<file path="config.mk">
export PLATFORM = sky130hd
export DESIGN_NAME = serial_mem_sequencer
export DESIGN_NICKNAME = d
export VERILOG_FILES = /design/src/rtl/serial_mem_sequencer.sv
export SDC_FILE = /design/constraint.sdc
export NUM_CORES = 1
export LEC_CHECK = 0
export ABC_AREA = 1
export CAP_MARGIN = 20
export CORE_UTILIZATION = 30
export CTS_CLUSTER_SIZE = 20
export DETAILED_ROUTE_END_ITERATION = 16
export SYNTH_ARGS = -nofsm -noshare
export SYNTH_HDL_FRONTEND = slang
export SYNTH_SLANG_ARGS = --single-unit
export TNS_END_PERCENT = 10
</file>
<file path="constraint.sdc">
create_clock -name clk -period 1.3 [get_ports clk]
set_clock_uncertainty 0.2 [all_clocks]
set_input_delay 0.26 -clock clk [delete_from_list [all_inputs] [get_ports clk]]
set_output_delay 0.26 -clock clk [all_outputs]
set_load 0.1 [all_outputs]
</file>
<file path="src/rtl/serial_mem_sequencer.sv">
// ============================================================================
// serial_mem_sequencer
//   Fetch / execute / load / store sequencer for the serial memory link.
//   Optional build macro: SERIAL_MEM_SEQ_TIMEOUT_EN (wait-state watchdog).
//   Rev 1.0 - initial release
// ============================================================================
`default_nettype none

module serial_mem_sequencer #(
  parameter int DATA_W      = 16,
  parameter int ADDR_W      = 16,
  parameter int LANE_W      = 1,
  parameter int TIMEOUT_CYC = 1024
) (
  input  logic       clk,
  input  logic       rst,
  input  logic       done,
  input  logic       is_load,
  input  logic       is_store,
  input  logic       ard_receive_ready,
  input  logic       ard_data_ready,
  output logic       go,
  output logic       pc_shift_out,
  output logic       mar_shift_out,
  output logic       mdr_shift_out,
  output logic       mdr_shift_in,
  output logic       instr_shift_in,
  output logic       shift_done,
  output logic [1:0] mem_cmd,
  output logic       err
);

  localparam int AB   = ADDR_W / LANE_W;
  localparam int DB   = DATA_W / LANE_W;
  localparam int MAXB = (AB > DB) ? AB : DB;
  localparam int CW   = (MAXB > 1) ? $clog2(MAXB) : 1;

  localparam logic [CW-1:0] AB_LAST = CW'(AB - 1);
  localparam logic [CW-1:0] DB_LAST = CW'(DB - 1);

  localparam logic [1:0] CMD_IDLE  = 2'b00;
  localparam logic [1:0] CMD_FETCH = 2'b01;
  localparam logic [1:0] CMD_LOAD  = 2'b10;
  localparam logic [1:0] CMD_STORE = 2'b11;

  generate
    if ((DATA_W % LANE_W) != 0 || (ADDR_W % LANE_W) != 0) begin : g_bad_lane
      $error("serial_mem_sequencer: LANE_W must divide DATA_W and ADDR_W");
    end
    if (TIMEOUT_CYC < 1) begin : g_bad_timeout
      $error("serial_mem_sequencer: TIMEOUT_CYC must be at least 1");
    end
  endgenerate

  typedef enum logic [3:0] {
    F_ADDR = 4'd0,
    F_WAIT = 4'd1,
    F_DATA = 4'd2,
    EXEC   = 4'd3,
    L_ADDR = 4'd4,
    L_WAIT = 4'd5,
    L_DATA = 4'd6,
    S_ADDR = 4'd7,
    S_DATA = 4'd8,
    S_ACK  = 4'd9
  } state_t;

  state_t        state;
  logic [CW-1:0] cnt;
  logic          last_a;
  logic          last_d;
  logic          timeout;

  assign last_a = (cnt == AB_LAST);
  assign last_d = (cnt == DB_LAST);

`ifdef SERIAL_MEM_SEQ_TIMEOUT_EN
  localparam int WW = (TIMEOUT_CYC > 1) ? $clog2(TIMEOUT_CYC) : 1;
  localparam logic [WW-1:0] WD_LAST = WW'(TIMEOUT_CYC - 1);

  logic [WW-1:0] wd;
  logic          in_wait;

  assign in_wait = (state == F_WAIT) || (state == L_WAIT) || (state == S_ACK);
  assign timeout = in_wait && !ard_data_ready && (wd == WD_LAST);

  // Counts consecutive stalled wait cycles; any exit from waiting clears it.
  always_ff @(posedge clk) begin
    if (rst || !in_wait || ard_data_ready || timeout) begin
      wd <= '0;
    end else begin
      wd <= wd + WW'(1);
    end
  end
`else
  assign timeout = 1'b0;
`endif

  assign err = timeout && !rst;

  always_ff @(posedge clk) begin
    if (rst) begin
      state <= F_ADDR;
      cnt   <= '0;
    end else begin
      case (state)
        F_ADDR: begin
          if (ard_receive_ready) begin
            if (last_a) begin
              state <= F_WAIT;
              cnt   <= '0;
            end else begin
              cnt <= cnt + CW'(1);
            end
          end
        end
        F_WAIT: begin
          if (ard_data_ready) begin
            state <= F_DATA;
          end else if (timeout) begin
            state <= F_ADDR;
          end
        end
        F_DATA: begin
          if (last_d) begin
            state <= EXEC;
            cnt   <= '0;
          end else begin
            cnt <= cnt + CW'(1);
          end
        end
        EXEC: begin
          // Store takes priority when the decoder flags both.
          if (done) begin
            if (is_store) begin
              state <= S_ADDR;
            end else if (is_load) begin
              state <= L_ADDR;
            end else begin
              state <= F_ADDR;
            end
          end
        end
        L_ADDR: begin
          if (ard_receive_ready) begin
            if (last_a) begin
              state <= L_WAIT;
              cnt   <= '0;
            end else begin
              cnt <= cnt + CW'(1);
            end
          end
        end
        L_WAIT: begin
          if (ard_data_ready) begin
            state <= L_DATA;
          end else if (timeout) begin
            state <= F_ADDR;
          end
        end
        L_DATA: begin
          if (last_d) begin
            state <= F_ADDR;
            cnt   <= '0;
          end else begin
            cnt <= cnt + CW'(1);
          end
        end
        S_ADDR: begin
          if (ard_receive_ready) begin
            if (last_a) begin
              state <= S_DATA;
              cnt   <= '0;
            end else begin
              cnt <= cnt + CW'(1);
            end
          end
        end
        S_DATA: begin
          if (ard_receive_ready) begin
            if (last_d) begin
              state <= S_ACK;
              cnt   <= '0;
            end else begin
              cnt <= cnt + CW'(1);
            end
          end
        end
        S_ACK: begin
          if (ard_data_ready || timeout) begin
            state <= F_ADDR;
          end
        end
        default: begin
          state <= F_ADDR;
          cnt   <= '0;
        end
      endcase
    end
  end

  // Out-shift strobes are gated by ard_receive_ready in the same cycle so a
  // stalled beat never reaches the shift registers.
  always_comb begin
    go             = 1'b0;
    pc_shift_out   = 1'b0;
    mar_shift_out  = 1'b0;
    mdr_shift_out  = 1'b0;
    mdr_shift_in   = 1'b0;
    instr_shift_in = 1'b0;
    shift_done     = 1'b0;
    mem_cmd        = CMD_IDLE;
    if (!rst) begin
      case (state)
        F_ADDR: begin
          mem_cmd      = CMD_FETCH;
          pc_shift_out = ard_receive_ready;
          shift_done   = ard_receive_ready && last_a;
        end
        F_WAIT: mem_cmd = CMD_FETCH;
        F_DATA: begin
          mem_cmd        = CMD_FETCH;
          instr_shift_in = 1'b1;
          shift_done     = last_d;
        end
        EXEC: go = !done;
        L_ADDR: begin
          mem_cmd       = CMD_LOAD;
          mar_shift_out = ard_receive_ready;
          shift_done    = ard_receive_ready && last_a;
        end
        L_WAIT: mem_cmd = CMD_LOAD;
        L_DATA: begin
          mem_cmd      = CMD_LOAD;
          mdr_shift_in = 1'b1;
          shift_done   = last_d;
        end
        S_ADDR: begin
          mem_cmd       = CMD_STORE;
          mar_shift_out = ard_receive_ready;
          shift_done    = ard_receive_ready && last_a;
        end
        S_DATA: begin
          mem_cmd       = CMD_STORE;
          mdr_shift_out = ard_receive_ready;
          shift_done    = ard_receive_ready && last_d;
        end
        S_ACK: mem_cmd = CMD_STORE;
        default: mem_cmd = CMD_IDLE;
      endcase
    end
  end

endmodule

`default_nettype wire

</file>
**Run 1: clock wires, drivers and flops**

Bar = 20 microns.
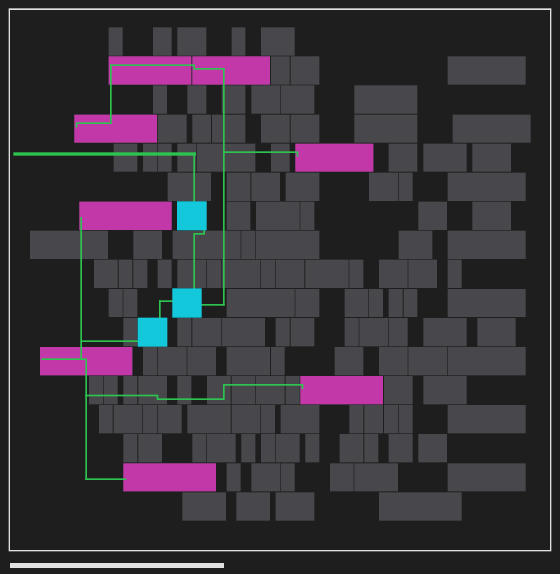
Key: green = clock wires [length 153 microns]; magenta = flip-flops [count 8]; cyan = clock drivers [count 3]
There are 4 routed clock nets.

**Run 1: congestion heat map**

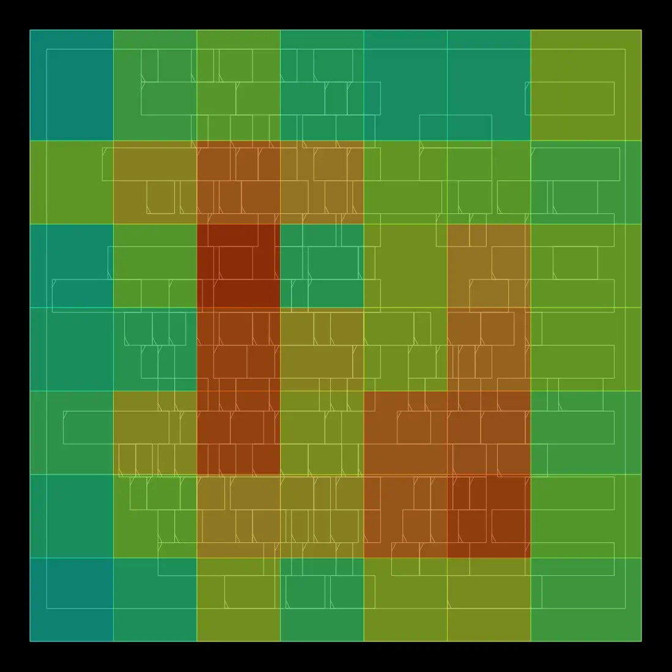
global routing usage on met2: 34.44%
Final Util: 59.05%
gr usage total: 18.43%
met3 Usage GRT: 3.636%

**Run 1: the metal 2 layer**

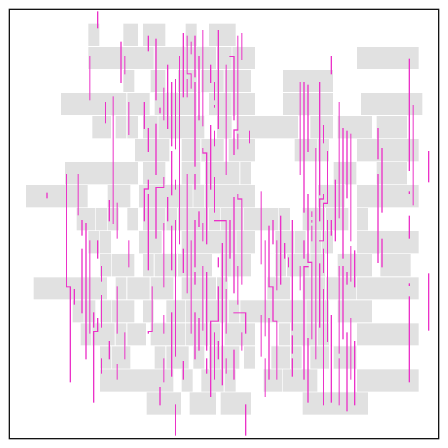
134 nets have wire on it. The layer carries 1,060 microns of wire. The layer holds 51% of the routed length. The longest straight run is 24.8 microns. The wires run mostly vertical.
DR vias: 812
final wirelength: 2072 microns

**Run 1: M3 wires**

Bar = 20 microns.
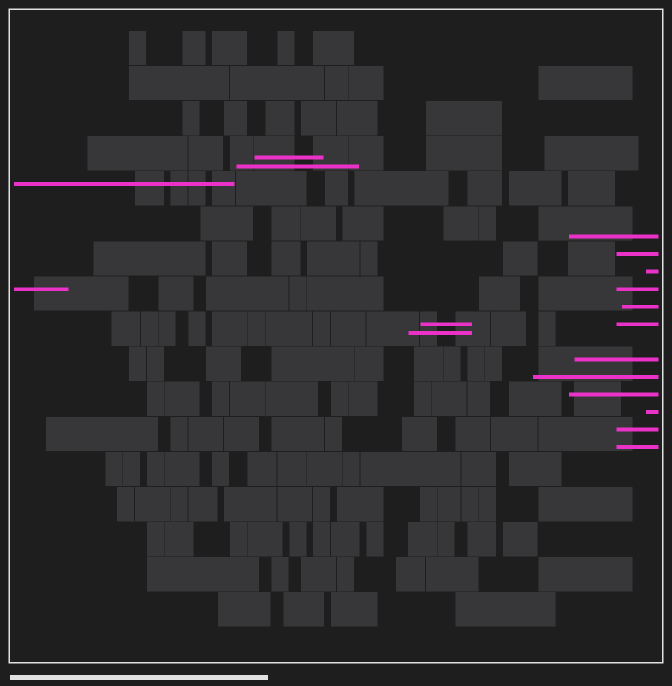
The layer holds 4.4% of the routed length. The longest straight run is 16.8 microns. 18 nets have wire on it. The layer carries 91.1 microns of wire. The wires run mostly horizontal.

==> results.py, run 1 <==
# Metrics from the implementation run
metrics = {
    "synth": {
        "fp_nets": 114,
        "synth_warnings": 0,
        "netlist_top_cells_area": "dfxtp_1 23%, nand2_1 12%, nor2_1 8.0%",
        "ys_cells": 106,
        "synthAdderAreaFrac_pct": 1.770,
        "synth-edff-count": 0,
        "synth_area_sq_um": 706.9,
        "yosys.area.top_type_share_pct": 22.65,
        "largest_area_cell": "dfxtp_1",
        "yosysChipArea_sq_um": 706.9,
        "synthDistinctLibCells": 29,
        "syn_avg_cell_area_sq_um": 6.669,
        "async_reset_ff_share_pct": 0,
        "yosysMostFrequentCell": "nand2_1",
    },
    "route": {
        "firstDrtPassIters": 4,
        "ant_nets": 0,
        "routed.top_layer": "met3",
        "wl_met3_microns": 91,
        "drcViolationCount": 0,
    },
    "clock_tree": {
        "cts.clk_slew.worst_paths_ps": 60,
        "post-cts-setup-buffer-count": 1,
        "ctsHtreeMaxLevel": 1,
        "clock_tree.root_cell": "clkbuf_4",
        "cts_buffer_depth": 2,
        "postCtsHoldBufs": 0,
    },
    "power_and_ir_drop": {
        "comb_power_share_pct": 51.4,
        "leakagePower_uw": 0.0006036,
        "pg_comb_uw": 529,
        "seqPwrFrac_pct": 29.1,
        "p_sw_uw": 427.0,
        "top_power_group": "combinational cells",
        "vdd_drop_max_mv": 0.5483,
    },
    "placement": {
        "place_area_sq_mm": 0.001217,
        "detailedPlace.worstSlack_ps": -530.0,
        "dpl.hpwl_microns": 1681,
        "io_buffers": 15,
    },
    "grt": {
        "antenna_found_initial": 0,
        "grt.overflow.total": 0,
        "grt_pass1_vias": 842,
        "grt-busiest-layer": "met2",
        "grt_util_met1_pct": 20.88,
    },
    "die": {
        "dieArea_sq_mm": 0.002555,
        "core_sq_mm": 0.002212,
        "fp-row-count": 17,
        "fp_util_pct": 31.96,
    },
    "layout": {
        "largest_class": "logic gates",
        "logic_area_sq_um": 579.3,
        "logic_gate_count": 82,
        "final-instance-count-excl-fill": 177,
        "buffers": 42,
        "regArea_sq_um": 175.2,
        "flops": 8,
        "layout_top_cell": "buf_4",
        "fin_area_sq_mm": 0.001306,
        "fillers": 214,
    },
    "sta": {
        "fin_setup_tns_ps": -6001,
        "setup_viol": 17,
        "finalWorstSetupSlack_ps": -517.0,
        "fin_crit_sh_pct": 139.8,
        "hold-worst-slack_ps": 399.4,
        "period_minus_slack_ps": 1817,
        "hold_viol_final": 0,
    },
    "run_status": {
        "status": "complete, but fails checks",
        "violations": "setup timing",
    },
    "setup_path": {
        "cp_max_fo": 4,
        "r2r_end": "state[0]",
        "crit-reg2reg-launch": "state[1]",
        "slowest_stage": "dfxtp_4",
        "critPathTopFamily": "flip-flops",
        "path_buffers": 3,
    },
    "job": {
        "max_cap_viol_count": 0,
    },
}
==> inputs of run 2 (changes only) <==
--- a/config.mk
+++ b/config.mk
@@ -7,9 +7,12 @@
 export LEC_CHECK = 0
 export ABC_AREA = 1
 export CAP_MARGIN = 20
+export CELL_PAD_IN_SITES_DETAIL_PLACEMENT = 0
+export CELL_PAD_IN_SITES_GLOBAL_PLACEMENT = 1
 export CORE_UTILIZATION = 30
 export CTS_CLUSTER_SIZE = 20
 export DETAILED_ROUTE_END_ITERATION = 16
+export PLACE_DENSITY_LB_ADDON = 0.1
 export SYNTH_ARGS = -nofsm -noshare
 export SYNTH_HDL_FRONTEND = slang
 export SYNTH_SLANG_ARGS = --single-unit
**Run 2: wiring by layer**

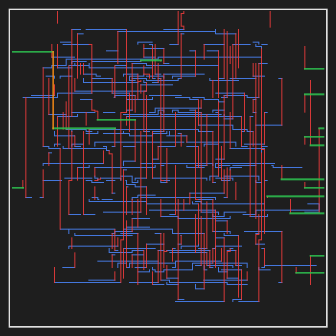
Key: red = metal 2 [wire length 960 microns]; green = metal 3 [wire length 69.2 microns]; blue = metal 1 [wire length 981 microns]; orange = metal 4 [wire length 12.2 microns]

==> run 2 against run 1 <==
Effect of this change:
- the run still ends with setup timing left
- register-to-register slack worse by 160 ps
- power is 2.8% higher
- sequential share of layout area is 0.62 points lower
- global-route usage hardly changed
- sequential power hardly changed
- final area is 3.4% higher
- synthesized cell count stayed put
- wire length is 2.4% lower
- via count is 0.86% higher
- clock power hardly changed
- critical path depth stayed put
- fmax is 0.95% lower
==> results.py, run 2 <==
# Metrics from the implementation run
metrics = {
    "run_status": {
        "status": "complete, but fails checks",
        "violations": "setup timing",
    },
    "setup_path": {
        "rrSetupSlack_ps": -390,
        "path_buffers": 2,
        "r2r_end": "state[0]",
        "cp_max_fo": 4,
        "critPathTopFamily": "simple AND/OR/NAND/NOR gates",
        "slowest_stage": "dfxtp_2",
    },
    "die": {
        "core_sq_mm": 0.002212,
        "fp-row-count": 17,
        "dieArea_sq_mm": 0.002555,
    },
    "sta": {
        "finalWorstSetupSlack_ps": -534.4,
        "period_minus_slack_ps": 1834,
        "hold-worst-slack_ps": 400.7,
        "setup_viol": 17,
        "fin_setup_tns_ps": -7097,
        "hold_viol_final": 0,
    },
    "synth": {
        "ys_cells": 106,
        "netlist_top_cells_area": "dfxtp_1 23%, nand2_1 12%, nor2_1 8.0%",
        "synthDistinctLibCells": 29,
        "fp_nets": 114,
        "synth-edff-count": 0,
        "yosys.area.top_type_share_pct": 22.65,
        "largest_area_cell": "dfxtp_1",
        "synth_warnings": 0,
        "yosysMostFrequentCell": "nand2_1",
        "syn_avg_cell_area_sq_um": 6.669,
        "synth_area_sq_um": 706.9,
    },
    "grt": {
        "grt.overflow.total": 0,
        "grtUsageTotal_pct": 18.45,
        "grtUsageMet3_pct": 3.939,
        "grt-busiest-layer": "met2",
        "antenna_found_initial": 0,
        "grt_pass1_vias": 822,
        "grt_util_met1_pct": 24.04,
    },
    "power_and_ir_drop": {
        "vdd_drop_max_mv": 0.5541,
        "top_power_group": "combinational cells",
        "pg_comb_uw": 555,
        "comb_power_share_pct": 52.5,
        "leakagePower_uw": 0.0006324,
        "seqPwrFrac_pct": 28.5,
        "p_sw_uw": 431.6,
    },
    "route": {
        "drt-total-wl_microns": 2022,
        "routed.top_layer": "met4",
        "dr_total_vias": 819,
        "wl_met3_microns": 69,
        "drcViolationCount": 0,
        "firstDrtPassIters": 4,
    },
    "placement": {
        "dpl.hpwl_microns": 1619,
        "io_buffers": 15,
    },
    "clock_tree": {
        "cts_buffer_depth": 2,
        "postCtsHoldBufs": 0,
        "clock_tree.root_cell": "clkbuf_4",
        "cts_tree": "done",
    },
    "layout": {
        "fillers": 212,
        "clk_share_pct": 1.668,
        "buffers": 48,
        "flops": 8,
        "largest_class": "logic gates",
        "layout_top_cell": "buf_4",
        "logic_gate_count": 82,
        "final-instance-count-excl-fill": 183,
        "regArea_sq_um": 172.7,
        "final_core_util_pct": 61.03,
    },
    "job": {
        "max_cap_viol_count": 0,
    },
}
==> inputs of run 3 (changes only) <==
--- a/config.mk
+++ b/config.mk
@@ -13,6 +13,7 @@
 export CTS_CLUSTER_SIZE = 20
 export DETAILED_ROUTE_END_ITERATION = 16
 export PLACE_DENSITY_LB_ADDON = 0.1
+export SLEW_MARGIN = 15
 export SYNTH_ARGS = -nofsm -noshare
 export SYNTH_HDL_FRONTEND = slang
 export SYNTH_SLANG_ARGS = --single-unit
**Run 3: congestion heat map**

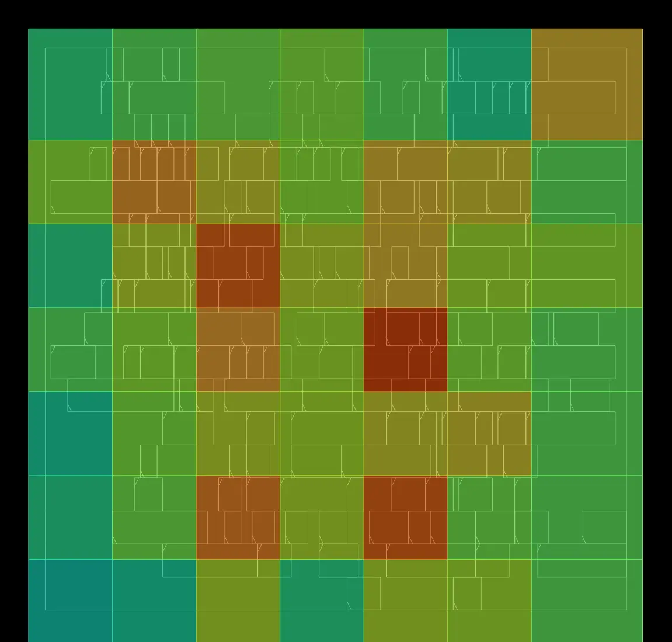
global routing usage on met2: 29.56%
GRT Max-Usage Layer: met2

==> run 3 against run 2 <==
Effect of this change:
- the flow still finishes with violations (setup timing)
- sequential cell count stayed put
- critical path type unchanged
- worst hold slack did not move
- worst setup slack stayed put
- sequential share of layout area unchanged
- highest routed layer unchanged
- critical endpoint unchanged
- clock power barely moved
- utilization did not move
- critical path depth unchanged
- final cell count is the same
==> results.py, run 3 <==
# Metrics from the implementation run
metrics = {
    "route": {
        "firstDrtPassIters": 4,
        "drcViolationCount": 0,
        "wl_met3_microns": 69,
        "drt-total-wl_microns": 2022,
        "routed.top_layer": "met4",
    },
    "clock_tree": {
        "clock_tree.root_cell": "clkbuf_4",
        "cts_tree": "done",
        "cts.clk_slew.worst_paths_ps": 60,
    },
    "power_and_ir_drop": {
        "p_sw_uw": 431.6,
        "comb_power_share_pct": 52.5,
        "seqPwrFrac_pct": 28.5,
        "top_power_group": "combinational cells",
        "pg_comb_uw": 555,
    },
    "synth": {
        "syn_avg_cell_area_sq_um": 6.669,
        "largest_area_cell": "dfxtp_1",
        "synth_warnings": 0,
        "synth-edff-count": 0,
        "async_reset_ff_share_pct": 0,
    },
    "layout": {
        "fillers": 212,
        "final-instance-count-excl-fill": 183,
        "final_core_util_pct": 61.03,
        "regArea_sq_um": 172.7,
        "fin_area_sq_mm": 0.001350,
        "logic_area_sq_um": 576.8,
    },
    "die": {
        "dieArea_sq_mm": 0.002555,
    },
    "sta": {
        "setup_viol": 17,
        "fin_setup_tns_ps": -7097,
        "period_minus_slack_ps": 1834,
        "finalWorstSetupSlack_ps": -534.4,
        "fin_crit_sh_pct": 141.1,
    },
    "grt": {
        "grt_pass1_vias": 822,
        "grtUsageTotal_pct": 18.45,
    },
    "setup_path": {
        "slowest_stage": "dfxtp_2",
        "path_buffers": 2,
        "cp_max_fo": 4,
        "r2r_end": "state[0]",
        "critPathTopFamily": "simple AND/OR/NAND/NOR gates",
    },
    "job": {
        "max_cap_viol_count": 0,
    },
    "placement": {
        "io_buffers": 15,
        "detailedPlace.worstSlack_ps": -543.8,
    },
    "run_status": {
        "violations": "setup timing",
        "status": "complete, but fails checks",
    },
}
Power figures rest on the tool's default switching activity, not on a simulated workload.
